==> images/class_map.png <==
(3 px per µm)
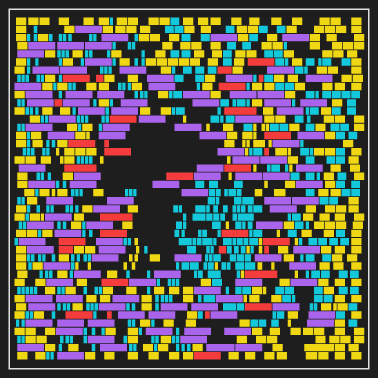
==> images/m1.png <==
(4 px per µm)
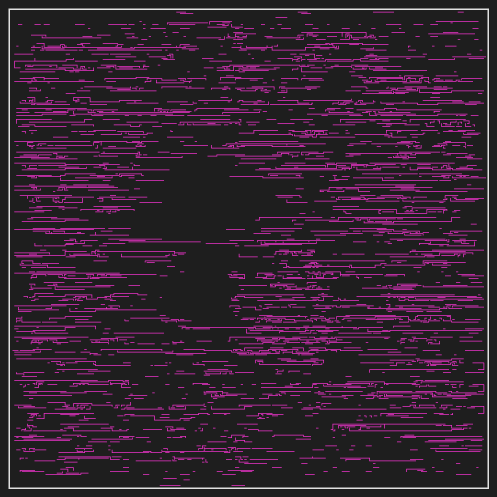
==> config.mk <==
export PLATFORM = sky130hd
export DESIGN_NAME = apb_bridge_flat
export DESIGN_NICKNAME = d
export VERILOG_FILES = /design/src/rtl/apb_bridge_if.sv /design/src/rtl/apb_bridge.sv /design/src/flat_wrapper.sv
export SDC_FILE = /design/constraint.sdc
export NUM_CORES = 1
export LEC_CHECK = 0
export CORE_MARGIN = 1
export CORE_UTILIZATION = 39
export CTS_BUF_LIST = sky130_fd_sc_hd__clkbuf_4 sky130_fd_sc_hd__clkbuf_8 sky130_fd_sc_hd__clkbuf_16
export CTS_CLUSTER_SIZE = 25
export DETAILED_ROUTE_END_ITERATION = 8
export GPL_TIMING_DRIVEN = 0
export MAX_ROUTING_LAYER = met4
export PLACE_DENSITY = 0.79
export SYNTH_ARGS = -nofsm -noshare
export SYNTH_HDL_FRONTEND = slang
export SYNTH_SLANG_ARGS = --single-unit
==> constraint.sdc <==
create_clock -name PCLK -period 2.6 [get_ports PCLK]
set_clock_uncertainty 0.1 [all_clocks]
set_input_delay 0.52 -clock PCLK [delete_from_list [all_inputs] [get_ports PCLK]]
set_output_delay 0.52 -clock PCLK [all_outputs]
set_load 0.05 [all_outputs]
==> src/rtl/apb_bridge_if.sv <==
// Signal bundle between the core request/response bus, the APB bridge and the APB slaves.
// The master modport is the bridge's view; the slave modport is the surrounding system.
interface apb_bridge_if #(
    parameter int NSLAVES = 4
);
    logic                    req_valid;
    logic                    req_ready;
    logic                    req_write;
    logic [31:0]             req_addr;
    logic [31:0]             req_wdata;
    logic                    rsp_valid;
    logic [31:0]             rsp_rdata;
    logic                    rsp_err;
    logic [31:0]             PADDR;
    logic [NSLAVES-1:0]      PSEL;
    logic                    PENABLE;
    logic                    PWRITE;
    logic [31:0]             PWDATA;
    logic [32*NSLAVES-1:0]   PRDATA;
    logic [NSLAVES-1:0]      PREADY;
    logic [NSLAVES-1:0]      PSLVERR;

    modport master (
        input  req_valid, req_write, req_addr, req_wdata, PRDATA, PREADY, PSLVERR,
        output req_ready, rsp_valid, rsp_rdata, rsp_err,
               PADDR, PSEL, PENABLE, PWRITE, PWDATA
    );

    modport slave (
        output req_valid, req_write, req_addr, req_wdata, PRDATA, PREADY, PSLVERR,
        input  req_ready, rsp_valid, rsp_rdata, rsp_err,
               PADDR, PSEL, PENABLE, PWRITE, PWDATA
    );
endinterface

==> src/rtl/apb_bridge.sv <==
// Single-master APB3 bridge: one core request at a time becomes an APB SETUP/ACCESS
// transfer with address-decoded slave select, decode-miss and ACCESS timeout handling.
module apb_bridge #(
    parameter int NSLAVES = 4,
    parameter int SEL_LSB = 12,
    parameter int TIMEOUT = 255
) (
    input  logic         PCLK,
    input  logic         PRESETn,
    apb_bridge_if.master bus
);
    localparam int SEL_W = (NSLAVES > 1) ? $clog2(NSLAVES) : 1;
    localparam int CNT_W = (TIMEOUT > 0) ? $clog2(TIMEOUT + 1) : 1;
    localparam logic [SEL_W:0]   NSL = NSLAVES[SEL_W:0];
    localparam logic [CNT_W-1:0] TMO = TIMEOUT[CNT_W-1:0];

    typedef enum logic [1:0] {
        S_IDLE   = 2'd0,
        S_SETUP  = 2'd1,
        S_ACCESS = 2'd2,
        S_RESP   = 2'd3
    } state_t;

    state_t               r_state,     w_state_nxt;
    logic [NSLAVES-1:0]   r_psel,      w_psel_nxt;
    logic                 r_penable,   w_penable_nxt;
    logic [31:0]          r_paddr,     w_paddr_nxt;
    logic                 r_pwrite,    w_pwrite_nxt;
    logic [31:0]          r_pwdata,    w_pwdata_nxt;
    logic                 r_req_ready, w_req_ready_nxt;
    logic                 r_rsp_valid, w_rsp_valid_nxt;
    logic [31:0]          r_rsp_rdata, w_rsp_rdata_nxt;
    logic                 r_rsp_err,   w_rsp_err_nxt;
    logic [CNT_W-1:0]     r_cnt,       w_cnt_nxt;

    logic [SEL_W-1:0]     w_idx;
    logic                 w_hit;
    logic [NSLAVES-1:0]   w_dec;
    logic [31:0]          w_sel_rdata;
    logic                 w_sel_ready;
    logic                 w_sel_err;
    logic [CNT_W-1:0]     w_cnt_inc;

    assign w_idx     = bus.req_addr[SEL_LSB +: SEL_W];
    assign w_hit     = ({1'b0, w_idx} < NSL);
    assign w_cnt_inc = r_cnt + {{(CNT_W-1){1'b0}}, 1'b1};

    // Slave decode of the incoming address and mux of the selected slave's responses.
    always_comb begin
        w_sel_rdata = 32'd0;
        w_sel_ready = 1'b0;
        w_sel_err   = 1'b0;
        w_dec       = {NSLAVES{1'b0}};
        for (int i = 0; i < NSLAVES; i++) begin
            w_sel_rdata = w_sel_rdata | (bus.PRDATA[32*i +: 32] & {32{r_psel[i]}});
            w_sel_ready = w_sel_ready | (bus.PREADY[i] & r_psel[i]);
            w_sel_err   = w_sel_err | (bus.PSLVERR[i] & r_psel[i]);
            w_dec[i]    = ({1'b0, w_idx} == i[SEL_W:0]);
        end
    end

    // Next-state and next-output logic; every output is registered from these values.
    always_comb begin
        w_state_nxt     = r_state;
        w_psel_nxt      = r_psel;
        w_penable_nxt   = r_penable;
        w_paddr_nxt     = r_paddr;
        w_pwrite_nxt    = r_pwrite;
        w_pwdata_nxt    = r_pwdata;
        w_rsp_valid_nxt = 1'b0;
        w_rsp_rdata_nxt = r_rsp_rdata;
        w_rsp_err_nxt   = r_rsp_err;
        w_cnt_nxt       = r_cnt;
        case (r_state)
            S_IDLE: begin
                if (bus.req_valid) begin
                    w_paddr_nxt  = bus.req_addr;
                    w_pwrite_nxt = bus.req_write;
                    w_pwdata_nxt = bus.req_wdata;
                    if (w_hit) begin
                        w_state_nxt = S_SETUP;
                        w_psel_nxt  = w_dec;
                        w_cnt_nxt   = {CNT_W{1'b0}};
                    end else begin
                        w_state_nxt     = S_RESP;
                        w_rsp_valid_nxt = 1'b1;
                        w_rsp_rdata_nxt = 32'd0;
                        w_rsp_err_nxt   = 1'b1;
                    end
                end else begin
                    w_state_nxt = S_IDLE;
                end
            end
            S_SETUP: begin
                w_state_nxt   = S_ACCESS;
                w_penable_nxt = 1'b1;
            end
            S_ACCESS: begin
                // PREADY takes priority over a timeout expiring in the same cycle.
                if (w_sel_ready) begin
                    w_state_nxt     = S_RESP;
                    w_psel_nxt      = {NSLAVES{1'b0}};
                    w_penable_nxt   = 1'b0;
                    w_rsp_valid_nxt = 1'b1;
                    w_rsp_rdata_nxt = r_pwrite ? 32'd0 : w_sel_rdata;
                    w_rsp_err_nxt   = w_sel_err;
                end else if ((TIMEOUT != 0) && (w_cnt_inc == TMO)) begin
                    w_state_nxt     = S_RESP;
                    w_psel_nxt      = {NSLAVES{1'b0}};
                    w_penable_nxt   = 1'b0;
                    w_rsp_valid_nxt = 1'b1;
                    w_rsp_rdata_nxt = 32'd0;
                    w_rsp_err_nxt   = 1'b1;
                    w_cnt_nxt       = w_cnt_inc;
                end else begin
                    w_cnt_nxt = w_cnt_inc;
                end
            end
            S_RESP: begin
                w_state_nxt = S_IDLE;
            end
            default: begin
                w_state_nxt   = S_IDLE;
                w_psel_nxt    = {NSLAVES{1'b0}};
                w_penable_nxt = 1'b0;
            end
        endcase
        w_req_ready_nxt = (w_state_nxt == S_IDLE);
    end

    // State and output registers.
    always_ff @(posedge PCLK or negedge PRESETn) begin
        if (!PRESETn) begin
            r_state     <= S_IDLE;
            r_psel      <= {NSLAVES{1'b0}};
            r_penable   <= 1'b0;
            r_paddr     <= 32'd0;
            r_pwrite    <= 1'b0;
            r_pwdata    <= 32'd0;
            r_req_ready <= 1'b1;
            r_rsp_valid <= 1'b0;
            r_rsp_rdata <= 32'd0;
            r_rsp_err   <= 1'b0;
            r_cnt       <= {CNT_W{1'b0}};
        end else begin
            r_state     <= w_state_nxt;
            r_psel      <= w_psel_nxt;
            r_penable   <= w_penable_nxt;
            r_paddr     <= w_paddr_nxt;
            r_pwrite    <= w_pwrite_nxt;
            r_pwdata    <= w_pwdata_nxt;
            r_req_ready <= w_req_ready_nxt;
            r_rsp_valid <= w_rsp_valid_nxt;
            r_rsp_rdata <= w_rsp_rdata_nxt;
            r_rsp_err   <= w_rsp_err_nxt;
            r_cnt       <= w_cnt_nxt;
        end
    end

    assign bus.req_ready = r_req_ready;
    assign bus.rsp_valid = r_rsp_valid;
    assign bus.rsp_rdata = r_rsp_rdata;
    assign bus.rsp_err   = r_rsp_err;
    assign bus.PADDR     = r_paddr;
    assign bus.PSEL      = r_psel;
    assign bus.PENABLE   = r_penable;
    assign bus.PWRITE    = r_pwrite;
    assign bus.PWDATA    = r_pwdata;
endmodule

==> src/flat_wrapper.sv <==
// flat-port wrapper written by rule: the top's interface ports become plain ports
module apb_bridge_flat 
#(
    parameter int NSLAVES = 4,
    parameter int SEL_LSB = 12,
    parameter int TIMEOUT = 255
)
  (PCLK, PRESETn, bus_req_valid, bus_req_write, bus_req_addr, bus_req_wdata, bus_PRDATA, bus_PREADY, bus_PSLVERR, bus_req_ready, bus_rsp_valid, bus_rsp_rdata, bus_rsp_err, bus_PADDR, bus_PSEL, bus_PENABLE, bus_PWRITE, bus_PWDATA);
  apb_bridge_if #(.NSLAVES(NSLAVES)) bus_i ();
  input  logic PCLK;
  input  logic PRESETn;
  input wire logic [$bits(bus_i.req_valid)-1:0] bus_req_valid;
  input wire logic [$bits(bus_i.req_write)-1:0] bus_req_write;
  input wire logic [$bits(bus_i.req_addr)-1:0] bus_req_addr;
  input wire logic [$bits(bus_i.req_wdata)-1:0] bus_req_wdata;
  input wire logic [$bits(bus_i.PRDATA)-1:0] bus_PRDATA;
  input wire logic [$bits(bus_i.PREADY)-1:0] bus_PREADY;
  input wire logic [$bits(bus_i.PSLVERR)-1:0] bus_PSLVERR;
  output wire logic [$bits(bus_i.req_ready)-1:0] bus_req_ready;
  output wire logic [$bits(bus_i.rsp_valid)-1:0] bus_rsp_valid;
  output wire logic [$bits(bus_i.rsp_rdata)-1:0] bus_rsp_rdata;
  output wire logic [$bits(bus_i.rsp_err)-1:0] bus_rsp_err;
  output wire logic [$bits(bus_i.PADDR)-1:0] bus_PADDR;
  output wire logic [$bits(bus_i.PSEL)-1:0] bus_PSEL;
  output wire logic [$bits(bus_i.PENABLE)-1:0] bus_PENABLE;
  output wire logic [$bits(bus_i.PWRITE)-1:0] bus_PWRITE;
  output wire logic [$bits(bus_i.PWDATA)-1:0] bus_PWDATA;
  assign bus_i.req_valid = bus_req_valid;
  assign bus_i.req_write = bus_req_write;
  assign bus_i.req_addr = bus_req_addr;
  assign bus_i.req_wdata = bus_req_wdata;
  assign bus_i.PRDATA = bus_PRDATA;
  assign bus_i.PREADY = bus_PREADY;
  assign bus_i.PSLVERR = bus_PSLVERR;
  assign bus_req_ready = bus_i.req_ready;
  assign bus_rsp_valid = bus_i.rsp_valid;
  assign bus_rsp_rdata = bus_i.rsp_rdata;
  assign bus_rsp_err = bus_i.rsp_err;
  assign bus_PADDR = bus_i.PADDR;
  assign bus_PSEL = bus_i.PSEL;
  assign bus_PENABLE = bus_i.PENABLE;
  assign bus_PWRITE = bus_i.PWRITE;
  assign bus_PWDATA = bus_i.PWDATA;
  apb_bridge #(.NSLAVES(NSLAVES), .SEL_LSB(SEL_LSB), .TIMEOUT(TIMEOUT)) u_core (.PCLK(PCLK), .PRESETn(PRESETn), .bus(bus_i));
endmodule
==> results.txt <==
run results: Yosys top cell area share 0.531, Most common reg cell sky130_fd_sc_hd__dfrtp_1, final count of negative-setup-slack endpoints 0, run status complete, no violations, Total Power Consumption 13400 µW, kind of start point of the critical path flop, share of final-layout standard cells stronger than drive strength 1 0.0510, combinational cell fraction of total power 0.583, detailed placement HPWL between 15000 and 20000 µm, top cell type by instance count after synthesis sky130_fd_sc_hd__nand2_1, Distinct lib cells used 41, commonest cells after routing, fill and taps aside 307 x sky130_fd_sc_hd__clkdlybuf4s50_1, 243 x sky130_fd_sc_hd__nand2_1, 114 x sky130_fd_sc_hd__dfrtp_1, 38 x sky130_fd_sc_hd__a22o_1, 37 x sky130_fd_sc_hd__clkbuf_1, area overhead of the layout relative to synthesis 73.9%, biggest area consumer among cell classes buffers, top contributor to total power combinational logic, leakage power total 0.00406 µW, relative area of clock buffers and inverters in the final design 0.0670, sequential cell area fraction in the yosys report 0.536, buffer depth of the longest clock path 2, RSZ-0062 raised after global routing false, pin count of the biggest net entering global routing 68, Plain + repair buffers 359, worst hold path cell count 2, hold path start u_core.bus.PADDR[15]$_DFFE_PN0P_, required time of the worst setup path 2.79 ns, FF-to-FF path depth 6, slack of the critical path around 0.20 ns, Register-to-Register Setup Slack just under 0.2 ns, Achievable Freq 416 MHz, number of resized instances in the post-cts repair step 0, Worst Hold End u_core.bus.PADDR[15]$_DFFE_PN0P_, endpoint type of the worst setup path flop, met3 usage 0.0967
-- class_map.png (at the start) --
legend:
  remaining logic cells:
    colour: cyan
    cells: 416
  registers:
    colour: purple
    cells: 115
  clock drivers and dummy loads:
    colour: red
    cells: 32
  remaining buffers and delay cells:
    colour: yellow
    cells: 359
area of all placed cells without fillers: 9340 µm²
placeable core region: 13300 µm²
row count: 42

-- m1.png (at the start) --
wire length on this layer: 7830 µm
main direction: horizontal
nets with wire on the layer: 983
share of all routed wire: 38%
longest straight run: 29.9 µm
GR met1 Demand/Resource: 0.314
via count: 5777

## through the flow
stage	cell area, µm²	utilization
after floorplan	5370	-
after global placement	8670	0.650
after detailed placement	8700	0.652
after CTS	9340	0.700
after global routing	9340	0.700
final	9340	0.700
## cells by family (layout without fill, tap and decap cells)
kind of cell	after synthesis	count (layout)	synth area share
and+or+nand+nor	264	264	0.193
AOI/OAI and AO/OA	139	139	0.213
DFF	115	115	0.536
buffers and inverters	56	398	0.0443
adders and majority gates	4	4	0.00932
xor gates and xnor gates	1	1	0.00163
muxes	1	1	0.00210
other	0	1	0
Power is estimated from default activity; no workload was simulated.
